m1.png
The bar under the picture is 20 µm long.
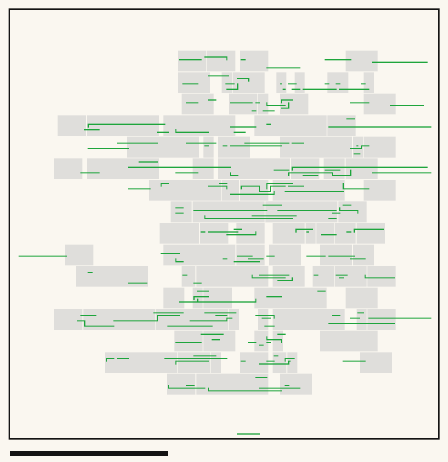
m2.png
The bar under the picture is 20 µm long.
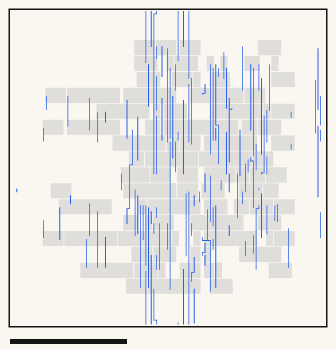
m3.png
The bar under the picture is 20 µm long.
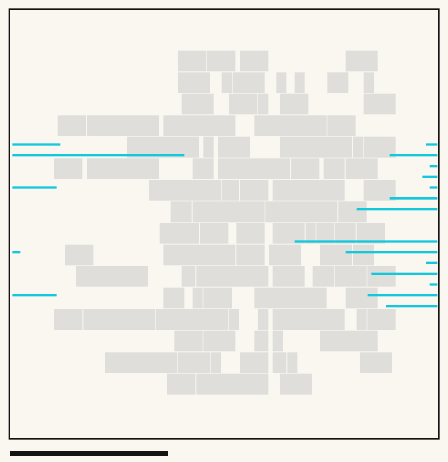
pinout.png
The bar under the picture is 20 µm long. Pins as bars across the die edge, other pins in grey.
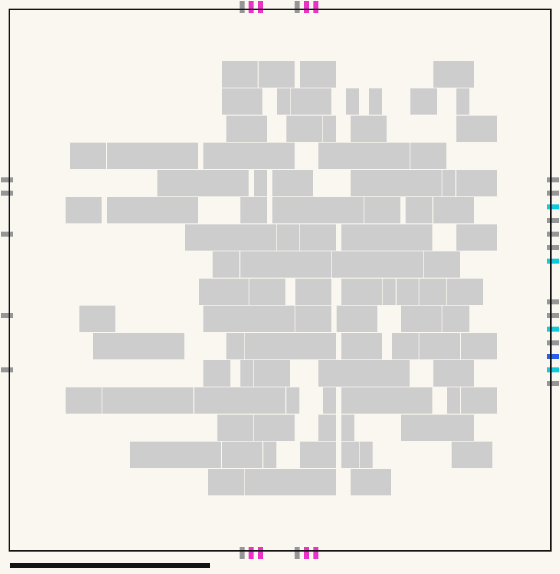
<file path="src/rtl/multi_edge_detector.sv">
// Per-channel synchronise -> optional debounce -> edge detect -> sticky flag.
// The top module only fans lanes out; every lane is independent.
module multi_edge_detector #(
  parameter int CHANNELS        = 4,
  parameter int SYNC_STAGES     = 2,
  parameter int DEBOUNCE_CYCLES = 0
) (
  input  logic                  outclk,
  input  logic                  reset,
  input  logic [CHANNELS-1:0]   async_sig,
  input  logic [2*CHANNELS-1:0] edge_sel,
  input  logic [CHANNELS-1:0]   flag_clr,
  output logic [CHANNELS-1:0]   out_sync_sig,
  output logic [CHANNELS-1:0]   pulse_out,
  output logic [CHANNELS-1:0]   flag_out,
  output logic                  irq
);

  for (genvar c = 0; c < CHANNELS; c++) begin : g_lane
    med_lane #(
      .SYNC_STAGES    (SYNC_STAGES),
      .DEBOUNCE_CYCLES(DEBOUNCE_CYCLES)
    ) u_lane (
      .gclk   (outclk),
      .grst_n (reset),
      .async_i(async_sig[c]),
      .sel_i  (edge_sel[2*c +: 2]),
      .clr_i  (flag_clr[c]),
      .level_o(out_sync_sig[c]),
      .pulse_o(pulse_out[c]),
      .flag_o (flag_out[c])
    );
  end

  assign irq = |flag_out;

endmodule

// One channel: sync chain, glitch filter, edge pulse and sticky flag.
module med_lane #(
  parameter int SYNC_STAGES     = 2,
  parameter int DEBOUNCE_CYCLES = 0
) (
  input  logic       gclk,
  input  logic       grst_n,
  input  logic       async_i,
  input  logic [1:0] sel_i,
  input  logic       clr_i,
  output logic       level_o,
  output logic       pulse_o,
  output logic       flag_o
);

  logic [SYNC_STAGES-1:0] sync_q, sync_d;
  logic s, f;
  logic p_q, p_d;
  logic pulse_q, pulse_d;
  logic flag_q, flag_d;
  logic rise, fall;

  always_comb sync_d = {sync_q[SYNC_STAGES-2:0], async_i};
  assign s = sync_q[SYNC_STAGES-1];

  if (DEBOUNCE_CYCLES == 0) begin : g_nodb
    assign f = s;
  end else begin : g_db
    localparam int CW = $clog2(DEBOUNCE_CYCLES + 1);
    localparam logic [CW-1:0] LAST = CW'(DEBOUNCE_CYCLES - 1);
    logic [CW-1:0] cnt_q, cnt_d;
    logic f_q, f_d;

    // Count consecutive mismatch cycles; any agreement restarts the window.
    always_comb begin
      cnt_d = '0;
      f_d   = f_q;
      if (s != f_q) begin
        if (cnt_q == LAST) f_d = s;
        else               cnt_d = cnt_q + 1'b1;
      end
    end

    always_ff @(posedge gclk or negedge grst_n) begin
      if (!grst_n) begin
        cnt_q <= '0;
        f_q   <= 1'b0;
      end else begin
        cnt_q <= cnt_d;
        f_q   <= f_d;
      end
    end

    assign f = f_q;
  end

  always_comb begin
    p_d     = f;
    rise    = f & ~p_q;
    fall    = ~f & p_q;
    pulse_d = (rise & sel_i[0]) | (fall & sel_i[1]);
    // A new pulse beats a simultaneous clear.
    flag_d  = pulse_q | (flag_q & ~clr_i);
  end

  always_ff @(posedge gclk or negedge grst_n) begin
    if (!grst_n) begin
      sync_q  <= '0;
      p_q     <= 1'b0;
      pulse_q <= 1'b0;
      flag_q  <= 1'b0;
    end else begin
      sync_q  <= sync_d;
      p_q     <= p_d;
      pulse_q <= pulse_d;
      flag_q  <= flag_d;
    end
  end

  assign level_o = f;
  assign pulse_o = pulse_q;
  assign flag_o  = flag_q;

endmodule

</file>
<file path="config.mk">
export PLATFORM = sky130hd
export DESIGN_NAME = multi_edge_detector
export DESIGN_NICKNAME = d
export VERILOG_FILES = /design/src/rtl/multi_edge_detector.sv
export SDC_FILE = /design/constraint.sdc
export NUM_CORES = 1
export LEC_CHECK = 0
export ABC_AREA = 1
export CORE_MARGIN = 5
export CORE_UTILIZATION = 38
export CTS_BUF_LIST = sky130_fd_sc_hd__clkbuf_4 sky130_fd_sc_hd__clkbuf_8
export CTS_CLUSTER_SIZE = 14
export DETAILED_ROUTE_END_ITERATION = 16
export PLACE_DENSITY = 0.76
export SLEW_MARGIN = 10
export SYNTH_ARGS = -nofsm -noshare
export SYNTH_HDL_FRONTEND = slang
export SYNTH_SLANG_ARGS = --single-unit
</file>
<file path="constraint.sdc">
create_clock -name outclk -period 0.8 [get_ports outclk]
set_input_delay 0.16 -clock outclk [delete_from_list [all_inputs] [get_ports outclk]]
set_output_delay 0.16 -clock outclk [all_outputs]
set_load 0.03 [all_outputs]
</file>
==> git commit body <==
Update PnR metrics after Yosys + OpenROAD run

- Via density per instance: 4.16
- Cells along the critical path: nor2_2 > nand3_2 > buf_6
- Setup slack on the critical path of the routed design comes to -0.377 ns.
- Vias in the first global route: 502
- Average routed wire per standard cell: 11.7 µm
* Final global-route overflow total: 0
- Final-report hold violation count: 0
* Shortest period the worst path allows: 1.18 ns
* Post-Syn Area per Cell: 11.9 µm²
- The area growth from synthesis to layout is 56.9%.
- Worst voltage drop across the vdd grid: 1.12 mV
- In this run the number of H-tree levels came out at 1.
* Crit path capture type: output port
- Result of the run: finished, violations left
- Looking at the clock tree report, the root buffer type is sky130_fd_sc_hd__clkbuf_4.
- Num CTS Buffers: 3
- Pin count of the biggest net entering global routing: 21
- Per the post-route antenna check, the number of violating nets is 0.
- Final tally of max-slew violations: 0
* Beginning of the worst register-to-register path: g_lane[1].u_lane.sync_q[1]
* Setup violators final: 13
* Diodes inserted: 0
- Hold crit path type: in2async
* Violations in the final reports: setup timing
- Synthesized chip area reported by yosys: 737 µm²
- The clock passes through at most 2 buffers.
- R2R Setup Slk: 0.03 ns
- Drt drc: 0
* Worst setup path category: reg2out
- The Yosys step of the flow raised 0 warnings.
Back to the opening pictures, m1.png:
share of all routed wire: 34%
main direction: horizontal
vias after detailed routing: 495
met1 Use GR: 9.58%

Back to the opening pictures, m2.png:
nets with wire on the layer: 96
share of all routed wire: 58%
wire length on this layer: 805 µm
longest straight run: 27.4 µm

Back to the opening pictures, m3.png:
wire length on this layer: 118 µm
nets with wire on the layer: 19
wire length reported by the detailed router: 1400 µm
GR Layer Usage met3: 3.60%

Back to the opening pictures, pinout.png:
| colour | port | pins | direction | edge |
|---|---|---|---|---|
| blue | reset | 1 | input | east |
| cyan | flag_clr | 4 | input | east |
| magenta | edge_sel | 8 | input | 4 north, 4 south |
all pins by edge: 14 east, 6 north, 6 south, 5 west
number of buffer cells added on primary ports: 30
floorplan die width: 54.0 µm
height of the die: 54.0 µm

==> Yosys cell counts <==
cell,instances,share of area (%)
sky130_fd_sc_hd__dfrtp_1,20,68
sky130_fd_sc_hd__buf_4,12,12
sky130_fd_sc_hd__inv_1,12,6.1
sky130_fd_sc_hd__nand3_1,9,6.1
sky130_fd_sc_hd__nand2_1,4,2.0
sky130_fd_sc_hd__o21bai_1,2,2.0
sky130_fd_sc_hd__o21bai_2,2,3.1
sky130_fd_sc_hd__nor2_1,1,0.51
==> cell families after synthesis <==
| kind of cell | synth area share [%] |
|---|---|
| compound gates | 5.09 |
| buf+inv | 18.3 |
| flops | 67.9 |
| simple gates | 8.66 |
==> worst max-delay path: cells and delay by family, from the launching register on <==
kind	cells	cell delay, ns
flops	1	0.40
buf+inv	1	0.14
simple gates	2	0.18
==> power breakdown <==
group	total, W	switching (W)	internal [W]
clock network	0.000551	0.000275	0.000277
registers	0.00112	0.0000434	0.00108
logic	0.000476	0.000223	0.000253
==> sequential cells by signal, summed over array words and instances, names as in the netlist <==
register               cells
g_lane.u_lane.p_q          4
g_lane.u_lane.pulse_o      4
g_lane.u_lane.sync_q       8
g_lane.u_lane.flag_o       4
==> layout make-up <==
class                      instances  area, µm²
inverter                          12       45.0
sequential                        20        500
tap                               27       33.8
multi-input combinational         18        136
fill                             149        746
clock buffer                       4       36.3
timing repair buffer              38        404
==> timing repair <==
action / 4_1_cts / 5_1_grt
buffers inserted: 4 / 1
setup endpoints to repair: 13 / 18
resized: 19 / 15
pin swaps: 1 / 3
hold buffers: 0 / 0
==> how the worst max path moves through the flow <==
stage	slack (ns)	to	start	depth (start not counted)
after global placement	-0.49	irq	g_lane[1].u_lane.flag_o	3
final	-0.38	irq	g_lane[2].u_lane.flag_o	3
after CTS	-0.41	irq	g_lane[2].u_lane.flag_o	3
after global routing	-0.45	irq	g_lane[2].u_lane.flag_o	3
after detailed placement	-0.52	irq	g_lane[1].u_lane.flag_o	3
after floorplan	-0.02	irq	g_lane[1].u_lane.flag_o	2
==> routing by layer <==
layer	share of wire (%)	GRT usage, %
met1	34	9.58
met2	58	19.2
met3	8.4	3.60
met4	0	3.73
met5	0	0
==> per-stage QoR <==
step | area [µm²] | utilization (%) | hold slack (ns)
final | 1160 | 60.8 | 0.207
after global routing | 1160 | 60.8 | 0.220
after CTS | 1110 | 58.4 | 0.209
after detailed placement | 998 | 52.5 | 0.339
after global placement | 998 | 52.5 | 0.333
after floorplan | 742 | - | -0.136
Power and IR drop assume default switching activity.
